===== config.mk =====
export PLATFORM = sky130hd
export DESIGN_NAME = pill_fill_ctrl_flat
export DESIGN_NICKNAME = d
export VERILOG_FILES = /design/src/rtl/pill_fill_ctrl_if.sv /design/src/rtl/pill_fill_ctrl.sv /design/src/flat_wrapper.sv
export SDC_FILE = /design/constraint.sdc
export NUM_CORES = 1
export LEC_CHECK = 0
export CORE_AREA = 2 2 92 76
export CTS_CLUSTER_DIAMETER = 150
export DETAILED_ROUTE_END_ITERATION = 16
export DIE_AREA = 0 0 94 78
export GPL_TIMING_DRIVEN = 0
export HOLD_SLACK_MARGIN = 0.02
export PLACE_DENSITY = 0.75
export SLEW_MARGIN = 20
export SYNTH_ARGS = -nofsm -noshare
export SYNTH_HDL_FRONTEND = slang
export SYNTH_SLANG_ARGS = --single-unit

===== constraint.sdc =====
create_clock -name clock -period 1.85 [get_ports clock]
set_input_delay 0.2775 -clock clock [delete_from_list [all_inputs] [get_ports clock]]
set_output_delay 0.2775 -clock clock [all_outputs]
set_load 0.005 [all_outputs]

===== src/rtl/pill_fill_ctrl_if.sv =====
// Bundles the tick/control inputs and the counter/status outputs of the pill
// filling controller. The controller uses the slave side; the environment drives the master side.
interface pill_fill_ctrl_if #(
  parameter int PILL_W   = 5,
  parameter int BOTTLE_W = 10,
  parameter int TOTAL_W  = 10
);
  logic                tick;
  logic                power;
  logic                pause;
  logic [PILL_W-1:0]   per_bottle;
  logic [BOTTLE_W-1:0] bottle_target;
  logic [PILL_W-1:0]   pill_count;
  logic [BOTTLE_W-1:0] bottle_count;
  logic [TOTAL_W-1:0]  total_pills;
  logic                dispense;
  logic [2:0]          state_o;
  logic                check;
  logic                change;
  logic                err;
  logic                done;

  modport master (
    output tick, power, pause, per_bottle, bottle_target,
    input  pill_count, bottle_count, total_pills, dispense,
           state_o, check, change, err, done
  );

  modport slave (
    input  tick, power, pause, per_bottle, bottle_target,
    output pill_count, bottle_count, total_pills, dispense,
           state_o, check, change, err, done
  );
endinterface


===== src/rtl/pill_fill_ctrl.sv =====
// Multi-bottle pill filling sequencer. A tick enable from the divider advances the FSM.
// The controller fills each bottle to a latched limit and stops once the batch target is reached.
module pill_fill_ctrl #(
  parameter int PILL_W    = 5,
  parameter int MAX_PILLS = 20,
  parameter int BOTTLE_W  = 10,
  parameter int TOTAL_W   = 10
) (
  input logic            clock,
  input logic            rst,
  pill_fill_ctrl_if.slave bus
);

  localparam logic [2:0] ST_OFF    = 3'd0;
  localparam logic [2:0] ST_CHECK  = 3'd1;
  localparam logic [2:0] ST_FILL   = 3'd2;
  localparam logic [2:0] ST_CHANGE = 3'd3;
  localparam logic [2:0] ST_DONE   = 3'd4;
  localparam logic [2:0] ST_ERR    = 3'd5;

  localparam logic [PILL_W-1:0] MAX_L = PILL_W'(MAX_PILLS);

  logic [2:0]          state_q,        state_d;
  logic [PILL_W-1:0]   limit_q,        limit_d;
  logic [BOTTLE_W-1:0] target_q,       target_d;
  logic [PILL_W-1:0]   pill_count_q,   pill_count_d;
  logic [BOTTLE_W-1:0] bottle_count_q, bottle_count_d;
  logic [TOTAL_W-1:0]  total_q,        total_d;
  logic                dispense_q,     dispense_d;
  logic                err_q,          err_d;
  logic                done_q,         done_d;

  logic [BOTTLE_W-1:0] bottle_next;
  logic                limit_bad;

  assign bottle_next = bottle_count_q + BOTTLE_W'(1);
  assign limit_bad   = (bus.per_bottle == '0) || (bus.per_bottle > MAX_L);

  always_comb begin
    state_d        = state_q;
    limit_d        = limit_q;
    target_d       = target_q;
    pill_count_d   = pill_count_q;
    bottle_count_d = bottle_count_q;
    total_d        = total_q;
    dispense_d     = 1'b0;
    err_d          = err_q;
    done_d         = done_q;

    // power loss overrides everything, tick or not
    if (!bus.power) begin
      state_d        = ST_OFF;
      pill_count_d   = '0;
      bottle_count_d = '0;
      total_d        = '0;
      err_d          = 1'b0;
      done_d         = 1'b0;
    end else begin
      case (state_q)
        ST_OFF: begin
          if (bus.tick) state_d = ST_CHECK;
        end
        ST_CHECK, ST_ERR: begin
          if (bus.tick) begin
            limit_d  = bus.per_bottle;
            target_d = bus.bottle_target;
            if (limit_bad) begin
              state_d = ST_ERR;
              err_d   = 1'b1;
            end else begin
              state_d      = ST_FILL;
              pill_count_d = '0;
              err_d        = 1'b0;
            end
          end
        end
        ST_FILL: begin
          if (bus.tick && !bus.pause) begin
            if (pill_count_q == limit_q) begin
              state_d = ST_CHANGE;
            end else begin
              pill_count_d = pill_count_q + PILL_W'(1);
              total_d      = total_q + TOTAL_W'(1);
              dispense_d   = 1'b1;
            end
          end
        end
        ST_CHANGE: begin
          if (bus.tick && !bus.pause) begin
            bottle_count_d = bottle_next;
            pill_count_d   = '0;
            // a zero target means run forever and let the bottle counter wrap
            if ((target_q != '0) && (bottle_next == target_q)) begin
              state_d = ST_DONE;
              done_d  = 1'b1;
            end else begin
              state_d = ST_FILL;
            end
          end
        end
        ST_DONE: begin
          state_d = ST_DONE;
        end
        default: begin
          state_d = ST_OFF;
        end
      endcase
    end
  end

  always_ff @(posedge clock or negedge rst) begin
    if (!rst) begin
      state_q        <= ST_OFF;
      limit_q        <= '0;
      target_q       <= '0;
      pill_count_q   <= '0;
      bottle_count_q <= '0;
      total_q        <= '0;
      dispense_q     <= 1'b0;
      err_q          <= 1'b0;
      done_q         <= 1'b0;
    end else begin
      state_q        <= state_d;
      limit_q        <= limit_d;
      target_q       <= target_d;
      pill_count_q   <= pill_count_d;
      bottle_count_q <= bottle_count_d;
      total_q        <= total_d;
      dispense_q     <= dispense_d;
      err_q          <= err_d;
      done_q         <= done_d;
    end
  end

  assign bus.pill_count   = pill_count_q;
  assign bus.bottle_count = bottle_count_q;
  assign bus.total_pills  = total_q;
  assign bus.dispense     = dispense_q;
  assign bus.err          = err_q;
  assign bus.done         = done_q;
  assign bus.state_o      = state_q;
  assign bus.check        = (state_q == ST_CHECK);
  assign bus.change       = (state_q == ST_CHANGE);

endmodule


===== src/flat_wrapper.sv =====
// flat-port wrapper written by rule: the top's interface ports become plain ports
module pill_fill_ctrl_flat 
#(
  parameter int PILL_W    = 5,
  parameter int MAX_PILLS = 20,
  parameter int BOTTLE_W  = 10,
  parameter int TOTAL_W   = 10
)
  (clock, rst, bus_tick, bus_power, bus_pause, bus_per_bottle, bus_bottle_target, bus_pill_count, bus_bottle_count, bus_total_pills, bus_dispense, bus_state_o, bus_check, bus_change, bus_err, bus_done);
  pill_fill_ctrl_if #(.PILL_W(PILL_W), .BOTTLE_W(BOTTLE_W), .TOTAL_W(TOTAL_W)) bus_i ();
  input logic clock;
  input logic rst;
  input wire logic [$bits(bus_i.tick)-1:0] bus_tick;
  input wire logic [$bits(bus_i.power)-1:0] bus_power;
  input wire logic [$bits(bus_i.pause)-1:0] bus_pause;
  input wire logic [$bits(bus_i.per_bottle)-1:0] bus_per_bottle;
  input wire logic [$bits(bus_i.bottle_target)-1:0] bus_bottle_target;
  output wire logic [$bits(bus_i.pill_count)-1:0] bus_pill_count;
  output wire logic [$bits(bus_i.bottle_count)-1:0] bus_bottle_count;
  output wire logic [$bits(bus_i.total_pills)-1:0] bus_total_pills;
  output wire logic [$bits(bus_i.dispense)-1:0] bus_dispense;
  output wire logic [$bits(bus_i.state_o)-1:0] bus_state_o;
  output wire logic [$bits(bus_i.check)-1:0] bus_check;
  output wire logic [$bits(bus_i.change)-1:0] bus_change;
  output wire logic [$bits(bus_i.err)-1:0] bus_err;
  output wire logic [$bits(bus_i.done)-1:0] bus_done;
  assign bus_i.tick = bus_tick;
  assign bus_i.power = bus_power;
  assign bus_i.pause = bus_pause;
  assign bus_i.per_bottle = bus_per_bottle;
  assign bus_i.bottle_target = bus_bottle_target;
  assign bus_pill_count = bus_i.pill_count;
  assign bus_bottle_count = bus_i.bottle_count;
  assign bus_total_pills = bus_i.total_pills;
  assign bus_dispense = bus_i.dispense;
  assign bus_state_o = bus_i.state_o;
  assign bus_check = bus_i.check;
  assign bus_change = bus_i.change;
  assign bus_err = bus_i.err;
  assign bus_done = bus_i.done;
  pill_fill_ctrl #(.PILL_W(PILL_W), .MAX_PILLS(MAX_PILLS), .BOTTLE_W(BOTTLE_W), .TOTAL_W(TOTAL_W)) u_core (.clock(clock), .rst(rst), .bus(bus_i));
endmodule

run_1/clk_routes.png
The bar under the picture is 20 um long.
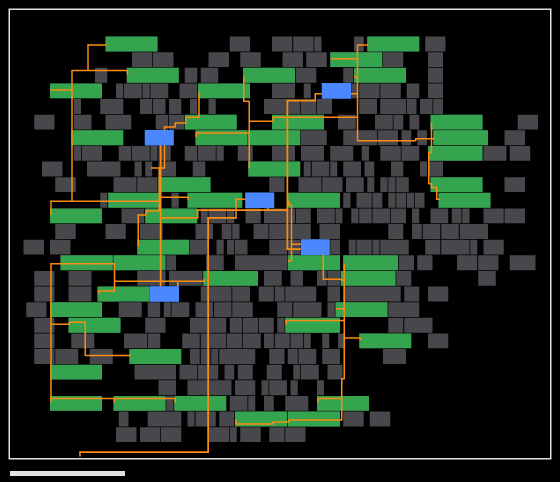
[clock wires] orange | length: 578 um
[flip-flops] green | count: 46
[clock drivers] blue | count: 5
routed clock nets	6

run_1/placement_by_type.png
The bar under the picture is 20 um long.
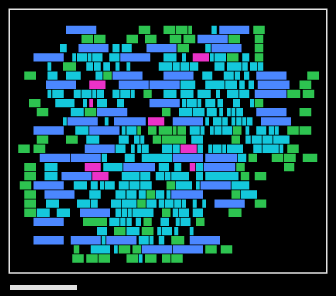
class	colour	cells
sequential cells	blue	46
remaining buffers and delay cells	green	86
combinational and other logic	cyan	195
clock drivers and dummy loads	magenta	8

==> results.sh, run 1 <==
# source this file to load flow results
export IMPL_ant_nets=0
export IMPL_syn_num_nets=276
export IMPL_cts_tree="built"
export IMPL_hold_viol_final=0
export IMPL_p_leak_nw=1.539
export IMPL_synth_seq_share=0.4570
export IMPL_area_growth_pct=44.36
export IMPL_holdCritStartpoint="bus_power"
export IMPL_finalSetupViolCount=5
export IMPL_largest_area_cell="dfrtp_1"
export IMPL_grt_first_pass_wirelength_mm=10.14
export IMPL_setup_ws_ns=-0.05816
export IMPL_status="finished with violations"
export IMPL_wirelength_mm=6.282
export IMPL_wl_per_cell_um=14.99
export IMPL_r2r_start="u_core.bus.bottle_count[0]$_DFFE_PN0P_"
export IMPL_p_sw_frac=0.3139
export IMPL_ys_top_cells_by_area="dfrtp_1, xor2_1, mux2_2"
export IMPL_top_area_frac=0.4570
export IMPL_cts_htree_levels=2
export IMPL_ff_type="dfrtp_1"
export IMPL_setup_tns_ns=-0.1175
export IMPL_gp_congestion=0.8392
export IMPL_worst_ep_required_time_ns=2.03
export IMPL_numCtsBuffers=5
export IMPL_coreArea_um2=6344
export IMPL_failed_checks="negative setup slack"
export IMPL_fp_util=0.3970
export IMPL_final_util=0.5732
export IMPL_row_count=26
export IMPL_top_cell="dfrtp_1"
export IMPL_drive_gt1_frac=0.2806
export IMPL_end_kind="register"
export IMPL_ir_drop_mv=0.5470
export IMPL_insertedDiodeCount=0
export IMPL_clkTransAtPathRegs_ns=0.08
export IMPL_p_int_mw=1.966
export IMPL_die_h_um=78
export IMPL_final_setup_skew_ns=0.003502
run_1/flops_by_reg.png
The bar under the picture is 20 um long. Other sequential cells in the stronger grey, the rest of the logic in the fainter grey.
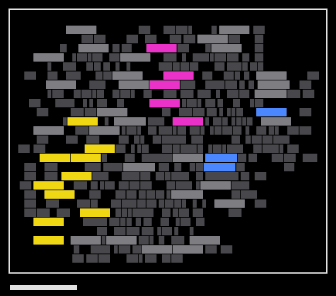
signal	colour	flops
u_core.bus.state_o	blue	3
u_core.limit_q	magenta	5
u_core.target_q	yellow	10
not coloured	28

run 1: area by class of cell:
cell class,instances,area (um2)
fillers,564,2708
multi-input cells,190,1456
flip-flops and latches,46,1160
repair buffers,78,744.5
well taps,84,105.1
clock buffers,7,86.33
plain buffers,8,60.06
inverters,5,18.77
clock inverters,1,5.005
run 1: layout by cell type, fill, tap and decap left out, drive strengths merged, types with 3 or more instances in the layout:
cell and instances:
xor2 26, a31oi 4, buf 31, clkdlybuf4s50 48, a21oi 6, dfrtp 46, and3 5, nand4 9
inv 5, xnor2 10, or3 3, nand3 12, ha 3, nor2 34, a21o 3, o21ai 7
clkbuf 11, mux2 15, nor3 8, nand2b 3, nand2 13
run 1: metal layers:
layer / up-vias / track usage / share of wire
li1: 1051 / - / -
met1: 1081 / 0.2433 / 0.46
met2: 69 / 0.2621 / 0.47
met3: 8 / 0.03398 / 0.056
met4: 0 / 0.06957 / 0.015
met5: - / 0 / 0
run 1: stage by stage:
| step | std cells | hold WS, ns |
|---|---|---|
| CTS | 408 | 0.4040 |
| finish | 419 | 0.4137 |
| global placement | 388 | 0.5089 |
| global route | 419 | 0.4492 |
| detailed placement | 389 | 0.2224 |
| floorplan | 253 | -0.01809 |
run 1: logic make-up (layout without fill, tap and decap cells):
group,count (synthesis),count (layout),synth area share
AND-OR/OR-AND,34,34,0.09439
XOR/XNOR,36,36,0.1252
adder cells (fa/ha/maj),3,3,0.01490
buffers and inverters,17,99,0.02831
flip-flops,46,46,0.4570
multiplexers,17,17,0.07501
AND/OR/NAND/NOR,100,100,0.2052
run 1: power by group through the flow:
stage | logic, mW | clock network, mW | registers (mW)
2_1_floorplan | 0.515 | 0 | 1.32
3_3_place_gp | 0.676 | 0 | 1.36
3_5_place_dp | 0.705 | 0 | 1.37
4_1_cts | 0.791 | 0.654 | 1.35
5_1_grt | 0.955 | 0.688 | 1.39
6_report | 0.873 | 0.634 | 1.36
run 1: repair_timing:
action                                 in CTS  in global routing
setup endpoints to repair                  33                 33
cloned                                      1                  0
buffers inserted                           12                 12
hold buffers                                1                  0
endpoints found under the hold margin      15                  0
resized                                    25                 27
pin swaps                                   4                 16
run 1: critical path, cell delays in order (launching register included):
cell      delay, ns
dfrtp_2        0.40
buf_12         0.11
nand3_4        0.07
o21a_1         0.21
or4b_4         0.48
a311oi_2       0.23
and3_1         0.21
o21ai_1        0.08
run 1: worst min-delay path by stage:
| stage | to | slack, ns | depth (start not counted) |
|---|---|---|---|
| 2_1_floorplan | u_core.bus.bottle_count[0]$_DFFE_PN0P_ | -0.02 | 0 |
| 3_3_place_gp | u_core.bus.done$_DFFE_PN0P_ | 0.51 | 2 |
| 3_5_place_dp | u_core.bus.bottle_count[9]$_DFFE_PN0P_ | 0.22 | 1 |
| 4_1_cts | u_core.bus.dispense$_DFF_PN0_ | 0.40 | 3 |
| 5_1_grt | u_core.bus.dispense$_DFF_PN0_ | 0.45 | 3 |
| 6_report | u_core.bus.dispense$_DFF_PN0_ | 0.41 | 3 |
==> run 2: changes to the inputs <==
- GPL_TIMING_DRIVEN: 0 -> default
run_2/placement_by_type.png
The bar under the picture is 20 um long.
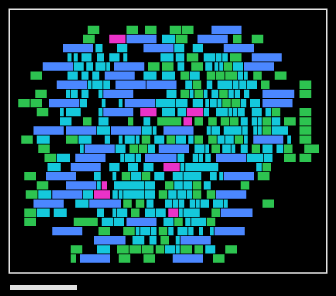
class	colour	cells
clock drivers and dummy loads	magenta	8
sequential cells	blue	46
remaining buffers and delay cells	green	106
combinational and other logic	cyan	195

==> run 2 against run 1 <==
  * The flow still finishes with violations (negative setup slack)
  * Synthesized area is the same
  * Sequential power barely moved
  * Non-clock buffer count up 20
  * Wire length is 9.0% higher
  * Fmax increased by 1.7%
  * Hold slack got worse by 0.0070 ns
  * Clock skew rose by 0.0046 ns
  * Combinational power increased by 3.1%
  * Largest cell class unchanged
  * Total power up 1.0%
==> results.sh, run 2 <==
# source this file to load flow results
export IMPL_wirelength_mm=6.845
export IMPL_p_leak_nw=1.628
export IMPL_synthSimpleGateAreaFrac=0.2052
export IMPL_hold_viol_final=0
export IMPL_crit_chain="nand2_2 > o21a_1 > or4b_4 > a311oi_2 > and3_1 > o21ai_1"
export IMPL_fp_util=0.3970
export IMPL_synth_seq_share=0.4570
export IMPL_slowest_delay_ns=0.49
export IMPL_finalSetupViolCount=1
export IMPL_ys_sh_adder=0.01490
export IMPL_use_met3=0.03495
export IMPL_row_count=26
export IMPL_wl_per_cell_um=15.59
export IMPL_met1_usage=0.2621
export IMPL_ys_top_cells_by_area="dfrtp_1, xor2_1, mux2_2"
export IMPL_ant_nets=0
export IMPL_insertedDiodeCount=0
export IMPL_layout_top_cells="clkdlybuf4s50_1, buf_4, dfrtp_1"
export IMPL_final_setup_skew_ns=0.008064
export IMPL_cts_htree_levels=2
export IMPL_setup_ws_ns=-0.02549
export IMPL_grt_use_met2=0.3050
export IMPL_syn_num_nets=276
export IMPL_final_cells=439
export IMPL_numCtsBuffers=5
export IMPL_top_area_frac=0.4570
export IMPL_cts_tree="built"
export IMPL_worst_ep_required_time_ns=2.04
export IMPL_top_cell="dfrtp_1"
export IMPL_ys_sh_xor=0.1252
export IMPL_die_h_um=78
export IMPL_clkTransAtPathRegs_ns=0.09
export IMPL_topCombFamilyByArea="simple AND/OR/NAND/NOR gates"
export IMPL_ir_drop_mv=0.5739
export IMPL_ff_type="dfrtp_1"
export IMPL_slowest_stage="or4b_4"
export IMPL_end_kind="register"
export IMPL_dp_cells=423
export IMPL_drive_gt1_frac=0.2930
export IMPL_status="finished with violations"
export IMPL_failed_checks="negative setup slack"
[run 2: cell counts after synthesis]
No cell type changed its count.
[run 2: where the power goes]
part	leakage, nW	switching [mW]	total, mW	internal (mW)
sequential	0.603	0.176	1.36	1.18
clock	0.0441	0.369	0.635	0.266
combinational	0.981	0.398	0.900	0.502
[run 2: final cells by class]
type / instances / area (um2)
Tap cell: 84 / 105.1
Sequential cell: 46 / 1157
Clock buffer: 5 / 68.82
Fill cell: 556 / 2635
Multi-Input combinational cell: 190 / 1389
Timing Repair Buffer: 106 / 948.4
Clock inverter: 3 / 21.27
Inverter: 5 / 18.77
[run 2: layer usage]
layer  up-vias  wire length (um)  part of all wire
met5         -                 0                 0
met4         0               137             0.020
met3        15               381             0.056
met2        82              3198              0.47
met1      1102              3128              0.46
li1       1096                 -                 -
[run 2: cells by family after synthesis]
kind of cell | after synthesis
flip-flops | 46
buffers and inverters | 17
adder cells (fa/ha/maj) | 3
AND-OR/OR-AND | 34
XOR/XNOR | 36
multiplexers | 17
AND/OR/NAND/NOR | 100
[run 2: repair_timing]
item                       4_1_cts  5_1_grt
pin swaps                        0        5
buffers inserted                 4        2
hold endpoints to repair        14        0
resized                          7       18
gates cloned                     0        1
setup endpoints to repair        4       18
hold buffers                     1        0
[run 2: final timing paths]
path | from | depth (start not counted) | end
worst max-delay path | u_core.bus.bottle_count[3]$_DFFE_PN0P_ | 6 | u_core.bus.state_o[1]$_DFFE_PN0P_
worst min-delay path | rst | 2 | u_core.bus.pill_count[2]$_DFFE_PN0P_
worst max register to register | u_core.bus.bottle_count[3]$_DFFE_PN0P_ | 6 | u_core.bus.state_o[1]$_DFFE_PN0P_
worst min register to register | u_core.bus.done$_DFFE_PN0P_ | 2 | u_core.bus.done$_DFFE_PN0P_
max in group asynchronous | rst | 3 | u_core.bus.bottle_count[4]$_DFFE_PN0P_
min in group clock | u_core.bus.done$_DFFE_PN0P_ | 2 | u_core.bus.done$_DFFE_PN0P_
[run 2: critical path: cells and delay by family (launching register included)]
kind	cells	cell delay, ns
and+or+nand+nor	3	0.80
AOI/OAI and AO/OA	3	0.51
DFF	1	0.45
[run 2: through the flow]
| step | power [mW] | util | setup TNS [ns] | hold WS, ns |
|---|---|---|---|---|
| 4_1_cts | 2.814 | 0.5704 | 0 | 0.4226 |
| 5_1_grt | 3.043 | 0.5846 | -0.2408 | 0.4605 |
| 2_1_floorplan | 1.833 | - | 0 | -0.01809 |
| 3_3_place_gp | 2.119 | 0.5460 | -1.433 | 0.2148 |
| 3_5_place_dp | 2.165 | 0.5460 | -2.129 | 0.2226 |
| 6_report | 2.894 | 0.5846 | -0.02549 | 0.4067 |
==> run 3: changes to the inputs <==
- ABC_AREA: default -> 1
- CORE_AREA: 2 2 92 76 -> 10 10 103 87
- DIE_AREA: 0 0 94 78 -> 0 0 113 97
- PLACE_DENSITY: 0.75 -> 0.74
run_3/placement_by_type.png
The bar under the picture is 20 um long.
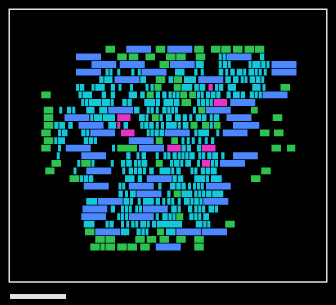
class	colour	cells
combinational and other logic	cyan	298
sequential cells	blue	46
remaining buffers and delay cells	green	71
clock drivers and dummy loads	magenta	8

==> run 3 against run 2 <==
  * Largest power group unchanged
  * The flow now finishes without violations
  * Clock skew barely moved
  * Highest routed layer unchanged
  * Flip-flop count is the same
  * Non-clock buffer count is 35 lower
  * Cell count up 16%
==> results.sh, run 3 <==
# source this file to load flow results
export IMPL_power_density_nw_per_um2=834.0
export IMPL_synth_seq_share=0.4271
export IMPL_place_hpwl_mm=5.516
export IMPL_layout_top_cells="nand2_1, clkdlybuf4s50_1, dfrtp_1"
export IMPL_top_cell="nand2_1"
export IMPL_slowest_delay_ns=0.43
export IMPL_clkTransAtPathRegs_ns=0.09
export IMPL_critical_path_buf_inv_count=3
export IMPL_finalSetupViolCount=0
export IMPL_final_util=0.5240
export IMPL_drc_errors=0
export IMPL_wl_per_cell_um=14.09
export IMPL_drtPass1Iterations=4
export IMPL_end_kind="output port"
export IMPL_final_setup_skew_ns=0.008465
export IMPL_ff_type="dfrtp_1"
export IMPL_hold_slack_ns=0.4857
export IMPL_cts_tree="built"
export IMPL_dp_cells=497
export IMPL_syn_num_nets=375
export IMPL_cts_htree_levels=2
export IMPL_ys_top_cells_by_area="dfrtp_1, nand2_1, nand3_1"
export IMPL_syn_area_um2=2695
export IMPL_overflow=0
export IMPL_ant_nets=0
export IMPL_status="complete, no violations"
export IMPL_dr_total_vias=2585
export IMPL_worst_ep_required_time_ns=1.57
export IMPL_die_h_um=97
export IMPL_drive_gt1_frac=0.1466
export IMPL_fp_util=0.3969
export IMPL_numCtsBuffers=5
export IMPL_insertedDiodeCount=0
export IMPL_wirelength_mm=7.186
export IMPL_tool_warnings=27
export IMPL_final_cells=510
export IMPL_p_leak_nw=1.630
export IMPL_ir_drop_mv=0.4673
export IMPL_top_area_frac=0.4271
export IMPL_slowest_stage="dfrtp_2"
[run 3: final timing paths]
path,start,to,slack (ns),cells after the start
worst max-delay path,u_core.bus.state_o[1]$_DFFE_PN0P_,bus_change,0.12,5
worst min-delay path,rst,u_core.target_q[1]$_DFFE_PN0P_,0.49,2
worst max register to register,u_core.bus.bottle_count[0]$_DFFE_PN0P_,u_core.bus.state_o[1]$_DFFE_PN0P_,0.13,14
worst min register to register,u_core.limit_q[0]$_DFFE_PN0P_,u_core.limit_q[0]$_DFFE_PN0P_,0.52,2
max in group asynchronous,rst,u_core.bus.done$_DFFE_PN0P_,0.84,3
min in group clock,u_core.limit_q[0]$_DFFE_PN0P_,u_core.limit_q[0]$_DFFE_PN0P_,0.52,2
[run 3: metrics by stage]
stage	cell area, um2	TNS (ns)	setup slack, ns	power (mW)
final	3558	0	0.1220	2.968
after global routing	3558	-0.04216	-0.03518	3.196
after detailed placement	3393	-0.009656	-0.009656	2.314
after CTS	3518	0	0.1052	2.959
after global placement	3393	0	0.06656	2.290
after floorplan	2695	0	0.2002	1.950
[run 3: power by group]
| group | switching, mW | leakage, nW | internal, mW | total [mW] |
|---|---|---|---|---|
| Combinational | 0.593 | 0.983 | 0.436 | 1.03 |
| Clock | 0.347 | 0.0452 | 0.267 | 0.614 |
| Sequential | 0.140 | 0.603 | 1.19 | 1.32 |
| Total | 1.08 | 1.63 | 1.89 | 2.97 |
[run 3: worst reg2reg max path, stage by stage (launching register included)]
cell,delay (ns)
dfrtp_1,0.39
buf_4,0.17
nand2_1,0.09
nor2_4,0.14
nand2_1,0.08
nand3b_1,0.09
nand2_1,0.06
nor2_1,0.11
nand2_1,0.08
nor2_2,0.10
nand2_1,0.08
nand2_1,0.06
nand2_1,0.04
nand2_1,0.06
nand2_1,0.05
[run 3: cell families after synthesis]
logic type / synth area share
AND-OR/OR-AND: 0.1026
multiplexers: 0.01578
adder cells (fa/ha/maj): 0.01393
buffers and inverters: 0.08031
AND/OR/NAND/NOR: 0.3213
XOR/XNOR: 0.03900
flip-flops: 0.4271
[run 3: metal layers]
layer  vias up  GRT usage  routed length (um)
met4         0    0.03779                  81
met2        60     0.2007                3333
met1      1225     0.1801                3409
met3         6    0.03204                 362
met5         -          0                   0
li1       1294          -                   -
[run 3: area by class of cell]
class                           instances  area, um2
Clock buffer                            6      72.57
Clock inverter                          2      13.76
Fill cell                             618       3232
Inverter                               46      172.7
Multi-Input combinational cell        252       1368
Sequential cell                        46       1152
Tap cell                               87      108.9
Timing Repair Buffer                   71      670.6
[run 3: repair_timing]
action,CTS,global route
hold buffers,1,0
pin swaps,2,1
hold endpoints to repair,21,0
setup endpoints to repair,2,7
setup buffers,3,1
gates resized,5,7
Power and IR drop assume default switching activity.
